**src/rtl/kinase_seq_pkg.sv**
```systemverilog
// Shared encodings, state type and valve patterns for the kinase-chip valve sequencer.
package kinase_seq_pkg;

   localparam int NUM_INLETS = 13;

   typedef enum logic [1:0] {
      OP_PUMP_A = 2'd0,
      OP_MIX_B  = 2'd1,
      OP_FLUSH  = 2'd2,
      OP_RSVD   = 2'd3
   } op_e;

   typedef enum logic [2:0] {
      ST_IDLE   = 3'd0,
      ST_SETTLE = 3'd1,
      ST_RUN    = 3'd2,
      ST_CLOSE  = 3'd3,
      ST_DONE   = 3'd4
   } state_e;

   // {a2,a1,a0}; a 1 keeps that peristaltic valve closed
   localparam logic [2:0] PUMP_A_PATTERN [0:5] = '{3'b101, 3'b100, 3'b110, 3'b010, 3'b011, 3'b001};
   localparam logic [1:0] PUMP_B_PATTERN [0:1] = '{2'b10, 2'b01};

   localparam logic [NUM_INLETS-1:0] CTRL_A_CLOSED = '1;
   localparam logic [2:0]            PUMP_A_CLOSED = 3'b111;
   localparam logic [1:0]            PUMP_B_CLOSED = 2'b11;

endpackage

```
**src/rtl/peristaltic_phase_gen.sv**
```systemverilog
// Dwell timer and phase index for one pump; phase_idx is the index for the coming cycle
// so the caller can register its valve pattern in step with the phase change.
module peristaltic_phase_gen #(
   parameter int PHASE_CYCLES = 250,
   parameter int NPHASE       = 6,
   localparam int DW = (PHASE_CYCLES > 1) ? $clog2(PHASE_CYCLES) : 1,
   localparam int IW = (NPHASE > 1) ? $clog2(NPHASE) : 1
) (
   input  logic          clk,
   input  logic          rst,
   input  logic          en,
   input  logic          clr,
   output logic [IW-1:0] phase_idx,
   output logic          stroke_tick
);

   localparam logic [DW-1:0] DWELL_LOAD = DW'(PHASE_CYCLES - 1);
   localparam logic [IW-1:0] IDX_LAST   = IW'(NPHASE - 1);

   logic [DW-1:0] dwell_q, dwell_d;
   logic [IW-1:0] idx_q, idx_d;

   always_comb begin
      dwell_d = dwell_q;
      idx_d   = idx_q;
      if (clr) begin
         dwell_d = DWELL_LOAD;
         idx_d   = '0;
      end else if (en) begin
         if (dwell_q == '0) begin
            dwell_d = DWELL_LOAD;
            idx_d   = (idx_q == IDX_LAST) ? '0 : idx_q + IW'(1);
         end else begin
            dwell_d = dwell_q - DW'(1);
         end
      end
   end

   always_ff @(posedge clk) begin
      if (rst) begin
         dwell_q <= DWELL_LOAD;
         idx_q   <= '0;
      end else begin
         dwell_q <= dwell_d;
         idx_q   <= idx_d;
      end
   end

   assign phase_idx   = idx_d;
   assign stroke_tick = en && !clr && (dwell_q == '0) && (idx_q == IDX_LAST);

endmodule

```
**src/rtl/kinase_valve_sequencer.sv**
```systemverilog
// One-command-at-a-time sequencer driving the kinase chip's control and flush valve pads.
//  state  | meaning
//  IDLE   | ready for a command, all valves closed, mux cleared
//  SETTLE | inlet/mux set up, waiting for the fluid to settle
//  RUN    | pumping strokes or flushing
//  CLOSE  | all valves closed, mux held, waiting to settle again
//  DONE   | one-cycle completion pulse, err if rejected or aborted
module kinase_valve_sequencer
   import kinase_seq_pkg::*;
#(
   parameter int PHASE_CYCLES  = 250,
   parameter int SETTLE_CYCLES = 1000,
   parameter int CNT_W         = 16
) (
   input  logic                  clk,
   input  logic                  rst,
   input  logic                  cmd_valid,
   output logic                  cmd_ready,
   input  logic [1:0]            cmd_op,
   input  logic [3:0]            cmd_chan,
   input  logic [3:0]            cmd_mux,
   input  logic [CNT_W-1:0]      cmd_count,
   input  logic                  abort,
   output logic                  busy,
   output logic                  done,
   output logic                  err,
   output logic [NUM_INLETS-1:0] ctrl_a,
   output logic [3:0]            ctrl_s,
   output logic [2:0]            pump_a,
   output logic [1:0]            pump_b,
   output logic [NUM_INLETS-1:0] flush_ctrl_a,
   output logic [3:0]            flush_ctrl_s,
   output logic [2:0]            flush_pump_a,
   output logic [1:0]            flush_pump_b
);

   localparam int DW = (PHASE_CYCLES > 1) ? $clog2(PHASE_CYCLES) : 1;
   localparam int SW = (SETTLE_CYCLES > 1) ? $clog2(SETTLE_CYCLES) : 1;
   localparam int FW = CNT_W + DW;
   localparam logic [SW-1:0] SETTLE_LOAD = SW'(SETTLE_CYCLES - 1);

   state_e                  state_q, state_d;
   op_e                     op_q, op_d;
   logic [CNT_W-1:0]        strokes_q, strokes_d;
   logic [SW-1:0]           settle_q, settle_d;
   logic [FW-1:0]           flush_q, flush_d;
   logic                    failed_q, failed_d;
   logic                    cmd_ready_q, cmd_ready_d, busy_q, busy_d, done_q, done_d, err_q, err_d;
   logic [NUM_INLETS-1:0]   ctrl_a_q, ctrl_a_d, fca_q, fca_d;
   logic [3:0]              ctrl_s_q, ctrl_s_d, fcs_q, fcs_d;
   logic [2:0]              pump_a_q, pump_a_d, fpa_q, fpa_d;
   logic [1:0]              pump_b_q, pump_b_d, fpb_q, fpb_d;
   logic                    go_close;
   logic                    gen_clr, en_a, en_b, tick_a, tick_b;
   logic [2:0]              idx_a;
   logic [0:0]              idx_b;
   logic [NUM_INLETS-1:0]   chan_oh;

   // Generators sit cleared outside RUN so every command starts on phase 0
   assign gen_clr = (state_q != ST_RUN);
   assign en_a    = (state_q == ST_RUN) && (op_q == OP_PUMP_A);
   assign en_b    = (state_q == ST_RUN) && (op_q == OP_MIX_B);
   assign chan_oh = NUM_INLETS'(1) << cmd_chan;

   peristaltic_phase_gen #(.PHASE_CYCLES(PHASE_CYCLES), .NPHASE(6)) u_gen_a (
      .clk(clk), .rst(rst), .en(en_a), .clr(gen_clr), .phase_idx(idx_a), .stroke_tick(tick_a)
   );

   peristaltic_phase_gen #(.PHASE_CYCLES(PHASE_CYCLES), .NPHASE(2)) u_gen_b (
      .clk(clk), .rst(rst), .en(en_b), .clr(gen_clr), .phase_idx(idx_b), .stroke_tick(tick_b)
   );

   always_comb begin
      state_d   = state_q;
      op_d      = op_q;
      strokes_d = strokes_q;
      settle_d  = settle_q;
      flush_d   = flush_q;
      failed_d  = failed_q;
      ctrl_a_d  = ctrl_a_q;
      ctrl_s_d  = ctrl_s_q;
      pump_a_d  = pump_a_q;
      pump_b_d  = pump_b_q;
      fca_d     = fca_q;
      fcs_d     = fcs_q;
      fpa_d     = fpa_q;
      fpb_d     = fpb_q;
      go_close  = 1'b0;

      case (state_q)
         ST_IDLE: begin
            ctrl_s_d = '0;
            failed_d = 1'b0;
            if (cmd_valid) begin
               if (cmd_op == OP_RSVD || cmd_chan >= 4'(NUM_INLETS)) begin
                  state_d  = ST_DONE;
                  failed_d = 1'b1;
               end else if (cmd_count == '0) begin
                  state_d = ST_DONE;
               end else begin
                  state_d   = ST_SETTLE;
                  op_d      = op_e'(cmd_op);
                  strokes_d = cmd_count;
                  settle_d  = SETTLE_LOAD;
                  flush_d   = FW'(cmd_count) * FW'(PHASE_CYCLES) - FW'(1);
                  ctrl_s_d  = cmd_mux;
                  if (cmd_op == OP_FLUSH) fca_d = chan_oh;
                  else                    ctrl_a_d = ~chan_oh;
               end
            end
         end
         ST_SETTLE: begin
            if (abort) begin
               go_close = 1'b1;
               failed_d = 1'b1;
            end else if (settle_q == '0) begin
               state_d = ST_RUN;
               case (op_q)
                  OP_PUMP_A: pump_a_d = PUMP_A_PATTERN[idx_a];
                  OP_MIX_B:  pump_b_d = PUMP_B_PATTERN[idx_b];
                  default: begin
                     fcs_d = '1;
                     fpa_d = '1;
                     fpb_d = '1;
                  end
               endcase
            end else begin
               settle_d = settle_q - SW'(1);
            end
         end
         ST_RUN: begin
            if (abort) begin
               go_close = 1'b1;
               failed_d = 1'b1;
            end else begin
               case (op_q)
                  OP_PUMP_A: begin
                     if (tick_a && strokes_q == CNT_W'(1)) go_close = 1'b1;
                     else begin
                        pump_a_d = PUMP_A_PATTERN[idx_a];
                        if (tick_a) strokes_d = strokes_q - CNT_W'(1);
                     end
                  end
                  OP_MIX_B: begin
                     if (tick_b && strokes_q == CNT_W'(1)) go_close = 1'b1;
                     else begin
                        pump_b_d = PUMP_B_PATTERN[idx_b];
                        if (tick_b) strokes_d = strokes_q - CNT_W'(1);
                     end
                  end
                  default: begin
                     if (flush_q == '0) go_close = 1'b1;
                     else               flush_d = flush_q - FW'(1);
                  end
               endcase
            end
         end
         ST_CLOSE: begin
            if (settle_q == '0) begin
               state_d  = ST_DONE;
               ctrl_s_d = '0;
            end else begin
               settle_d = settle_q - SW'(1);
            end
         end
         ST_DONE: state_d = ST_IDLE;
         default: state_d = ST_IDLE;
      endcase

      // ctrl_s is deliberately left alone here; it is released when CLOSE exits
      if (go_close) begin
         state_d  = ST_CLOSE;
         settle_d = SETTLE_LOAD;
         ctrl_a_d = CTRL_A_CLOSED;
         pump_a_d = PUMP_A_CLOSED;
         pump_b_d = PUMP_B_CLOSED;
         fca_d    = '0;
         fcs_d    = '0;
         fpa_d    = '0;
         fpb_d    = '0;
      end

      cmd_ready_d = (state_d == ST_IDLE);
      busy_d      = (state_d != ST_IDLE);
      done_d      = (state_d == ST_DONE);
      err_d       = (state_d == ST_DONE) && failed_d;
   end

   always_ff @(posedge clk) begin
      if (rst) begin
         state_q     <= ST_IDLE;
         op_q        <= OP_PUMP_A;
         strokes_q   <= '0;
         settle_q    <= '0;
         flush_q     <= '0;
         failed_q    <= 1'b0;
         cmd_ready_q <= 1'b1;
         busy_q      <= 1'b0;
         done_q      <= 1'b0;
         err_q       <= 1'b0;
         ctrl_a_q    <= CTRL_A_CLOSED;
         ctrl_s_q    <= '0;
         pump_a_q    <= PUMP_A_CLOSED;
         pump_b_q    <= PUMP_B_CLOSED;
         fca_q       <= '0;
         fcs_q       <= '0;
         fpa_q       <= '0;
         fpb_q       <= '0;
      end else begin
         state_q     <= state_d;
         op_q        <= op_d;
         strokes_q   <= strokes_d;
         settle_q    <= settle_d;
         flush_q     <= flush_d;
         failed_q    <= failed_d;
         cmd_ready_q <= cmd_ready_d;
         busy_q      <= busy_d;
         done_q      <= done_d;
         err_q       <= err_d;
         ctrl_a_q    <= ctrl_a_d;
         ctrl_s_q    <= ctrl_s_d;
         pump_a_q    <= pump_a_d;
         pump_b_q    <= pump_b_d;
         fca_q       <= fca_d;
         fcs_q       <= fcs_d;
         fpa_q       <= fpa_d;
         fpb_q       <= fpb_d;
      end
   end

   assign cmd_ready    = cmd_ready_q;
   assign busy         = busy_q;
   assign done         = done_q;
   assign err          = err_q;
   assign ctrl_a       = ctrl_a_q;
   assign ctrl_s       = ctrl_s_q;
   assign pump_a       = pump_a_q;
   assign pump_b       = pump_b_q;
   assign flush_ctrl_a = fca_q;
   assign flush_ctrl_s = fcs_q;
   assign flush_pump_a = fpa_q;
   assign flush_pump_b = fpb_q;

endmodule

```
**config.mk**
```make
export PLATFORM = sky130hd
export DESIGN_NAME = kinase_valve_sequencer
export DESIGN_NICKNAME = d
export VERILOG_FILES = /design/src/rtl/kinase_seq_pkg.sv /design/src/rtl/peristaltic_phase_gen.sv /design/src/rtl/kinase_valve_sequencer.sv
export SDC_FILE = /design/constraint.sdc
export NUM_CORES = 1
export LEC_CHECK = 0
export ABC_AREA = 1
export ABC_CLOCK_PERIOD_IN_PS = 4650
export CAP_MARGIN = 20
export CORE_MARGIN = 5
export CORE_UTILIZATION = 40
export DETAILED_ROUTE_END_ITERATION = 8
export PLACE_DENSITY = 0.61
export SYNTH_ARGS = -nofsm -noshare
export SYNTH_HDL_FRONTEND = slang
export SYNTH_SLANG_ARGS = --single-unit
```
**constraint.sdc**
```tcl
create_clock -name clk -period 4.65 [get_ports clk]
set_input_delay 0.93 -clock clk [delete_from_list [all_inputs] [get_ports clk]]
set_output_delay 0.93 -clock clk [all_outputs]
set_load 0.005 [all_outputs]
```
==> flow_results.xml <==
<?xml version="1.0" encoding="UTF-8"?>
<metrics>
  <group name="job">
    <metric name="stage_log_warnings" unit="">46</metric>
    <metric name="max_cap_violations" unit="">0</metric>
  </group>
  <group name="grt">
    <metric name="first_pass_grt_wire_length" unit="µm">45500</metric>
    <metric name="grt_start_max_net_pins" unit="">56</metric>
    <metric name="vias_in_the_first_global_route" unit="">9569</metric>
  </group>
  <group name="sta">
    <metric name="setup_violations" unit="">1</metric>
    <metric name="finalCritPeriodShare" unit="%">101</metric>
    <metric name="finalSetupTns" unit="ps">-35.9</metric>
    <metric name="max_freq" unit="GHz">0.213</metric>
    <metric name="clock-skew-final" unit="ps">18.7</metric>
    <metric name="final_tally_of_hold_violations" unit="">0</metric>
    <metric name="slew-limit-headroom" unit="%">49.3</metric>
    <metric name="final_critical_path_setup_slack" unit="ps">-35.9</metric>
  </group>
  <group name="placed_design">
    <metric name="detailedPlacementHpwl" unit="µm">20700</metric>
    <metric name="io_buffers" unit="">77</metric>
    <metric name="placed_cells_incl_taps" unit="">1929</metric>
    <metric name="pre_cts_slack" unit="ps">-1070</metric>
  </group>
  <group name="floorplan">
    <metric name="floorplan.core_util" unit="%">40.5</metric>
    <metric name="std_cell_rows" unit="">57</metric>
    <metric name="die.size.x" unit="µm">167</metric>
    <metric name="die_area" unit="µm²">27900</metric>
    <metric name="top_level_ports" unit="">78</metric>
  </group>
  <group name="drt">
    <metric name="wl_per_cell" unit="µm">13.6</metric>
    <metric name="drt_pass1_iterations" unit="">5</metric>
    <metric name="drc_markers" unit="">0</metric>
  </group>
  <group name="cts">
    <metric name="cts_setup_buffers" unit="">20</metric>
    <metric name="ctsHoldBuffers" unit="">0</metric>
    <metric name="htreeDepth" unit="">4</metric>
    <metric name="post_cts.resized_instances" unit="">148</metric>
    <metric name="clk_pin_slew" unit="ps">60</metric>
    <metric name="clock_latency" unit="ps">430</metric>
    <metric name="cts.root.buffer_cell" unit="">clkbuf_16</metric>
    <metric name="cts.sinks" unit="">116</metric>
    <metric name="cts-buffers-inserted" unit="">17</metric>
  </group>
  <group name="final_layout">
    <metric name="postLayoutCoreUtil" unit="%">55.4</metric>
    <metric name="final_layout_top_logic_cells" unit="">nand2_1, inv_1, buf_4</metric>
    <metric name="drive_above_1_share" unit="%">25.4</metric>
    <metric name="layoutNonFillerInstCount" unit="">1984</metric>
    <metric name="mostFrequentLayoutCell" unit="">nand2_1</metric>
    <metric name="n_fill_cell" unit="">2289</metric>
    <metric name="num_antenna_cells" unit="">0</metric>
    <metric name="stdcell_area" unit="µm²">13500</metric>
  </group>
  <group name="outcome">
    <metric name="outcome" unit="">finished with violations</metric>
    <metric name="failing_checks" unit="">negative setup slack</metric>
  </group>
  <group name="setup_path">
    <metric name="worst-path-buf-inv" unit="">5</metric>
    <metric name="critical_path.reg2reg.endpoint" unit="">flush_q[10]</metric>
    <metric name="rr_worst_depth" unit="">11</metric>
    <metric name="critical_path.cell_chain" unit="">buf_6 &gt; clkinvlp_4 &gt; buf_6 &gt; fa_2 &gt; fa_1 &gt; fa_1 &gt; fa_1 &gt; inv_2 &gt; ha_4 &gt; nand2_4 &gt; buf_6 &gt; nor3_2 &gt; nand2_1 &gt; nand2_1 &gt; nand2_1 &gt; nand2_2 &gt; nand2_4 &gt; nor3_4 &gt; nand2_1 &gt; a21oi_2 &gt; o21ai_1 &gt; a21oi_1</metric>
    <metric name="critical_path.max_fanout" unit="">4</metric>
    <metric name="critical_path_s_slowest_cell" unit="">fa_2</metric>
  </group>
  <group name="logic_synthesis">
    <metric name="ys_dominant_reg_cell" unit="">dfxtp_1</metric>
    <metric name="postSynthAreaPerCell" unit="µm²">6.83</metric>
    <metric name="synthDistinctLibCells" unit="">53</metric>
    <metric name="synth_seq_share" unit="%">23.6</metric>
    <metric name="largest_area_cell" unit="">dfxtp_1</metric>
    <metric name="yosysTopAreaCellShare" unit="%">23.6</metric>
    <metric name="post_synth_tally_of_flip_flops_with_integrated_enable" unit="">0</metric>
    <metric name="synth_top_cell_by_count" unit="">nand2_1</metric>
    <metric name="ys_async_sr_fraction" unit="%">0</metric>
    <metric name="synth.area.top_cells" unit="">dfxtp_1, nand2_1, fa_1</metric>
    <metric name="numSynthFlops" unit="">116</metric>
  </group>
  <group name="power">
    <metric name="leakage" unit="nW">6.36</metric>
    <metric name="pwr_density_cell" unit="nW/µm²">825</metric>
    <metric name="total_power" unit="mW">11.1</metric>
    <metric name="irDropWorstVdd" unit="mV">0.508</metric>
  </group>
</metrics>
[per-layer routing]
metal	vias up	wire length [µm]	GRT usage, %	part of all wire [%]
met1	4641	12500	25.8	46
met5	-	0	0	0
li1	5026	-	-	-
met4	0	347	3.81	1.3
met3	29	1030	3.27	3.8
met2	151	13100	32.6	48
[area by class of cell]
type	instances	area [µm²]	share of cell area, %
flip-flops and latches	116	2320	17.2
inverters	255	1010	7.53
well taps	324	405	3.01
clock buffers	17	425	3.15
clock inverters	15	194	1.44
multi-input cells	1036	7230	53.6
repair buffers	221	1890	14.0
[state kept, by name (all words and copies together) (netlist names), 4 cells and up]
| signal | count |
|---|---|
| flush_q | 24 |
| strokes_q | 16 |
| ctrl_a | 13 |
| flush_ctrl_a | 13 |
| settle_q | 10 |
| u_gen_a.dwell_q | 8 |
| u_gen_b.dwell_q | 8 |
| ctrl_s | 4 |
[where the power goes]
| group | internal, mW | leakage (nW) | switching (mW) |
|---|---|---|---|
| Combinational | 3.52 | 5.11 | 4.74 |
| Clock | 0.859 | 0.299 | 0.541 |
| Sequential | 1.24 | 0.950 | 0.225 |
| Total | 5.62 | 6.36 | 5.50 |
[worst max-delay path by stage]
stage | slack (ps) | endpoint | depth (start not counted)
2_1_floorplan | -120 | flush_q[19] | 23
3_3_place_gp | -990 | flush_q[20] | 22
3_5_place_dp | -1070 | flush_q[19] | 22
4_1_cts | -20 | flush_q[17] | 21
5_1_grt | -250 | flush_q[19] | 21
6_report | -40 | flush_q[19] | 22
[kinds of logic after synthesis]
family / count (synthesis) / share of synthesized area (%)
AND/OR/NAND/NOR: 662 / 29.9
buffers and inverters: 292 / 11.9
AND-OR/OR-AND: 221 / 12.2
adder cells (fa/ha/maj): 124 / 19.9
flip-flops: 116 / 23.6
XOR/XNOR: 29 / 2.58
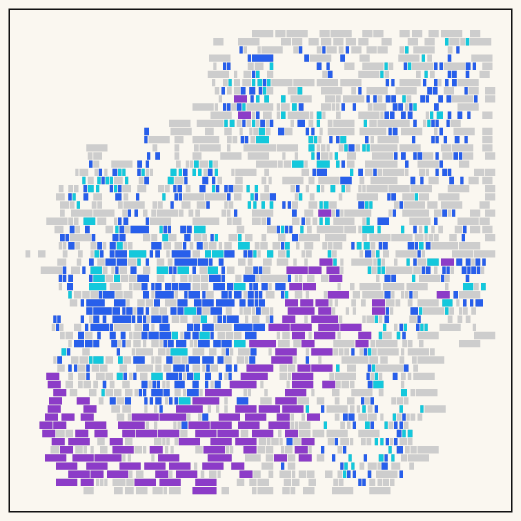
Figure 1: gate families picked out.
Drawn at 3 px/µm.
| colour | family | cells | most used |
|---|---|---|---|
| purple | fa/ha/maj cells | 124 | ha_1 |
| blue | nand cells | 468 | nand2_1 |
| cyan | nor cells | 189 | nor2_1 |

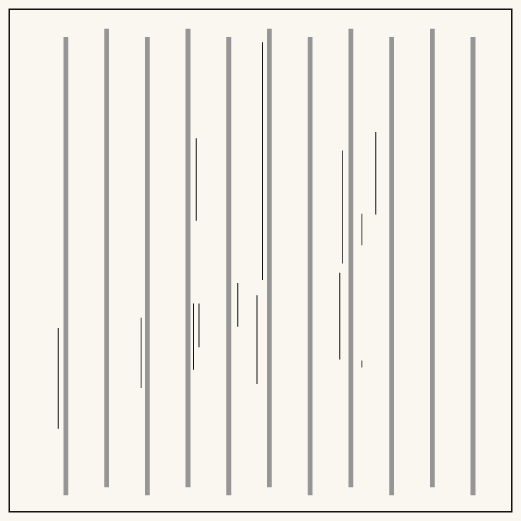
Figure 2: M4 wires.
Drawn at 3 px/µm. Supply wires on this layer in grey.
nets with wire on the layer: 9
wire length on this layer: 348 µm
main direction: vertical

No activity file was given, so power comes from the tool's default toggle rates.
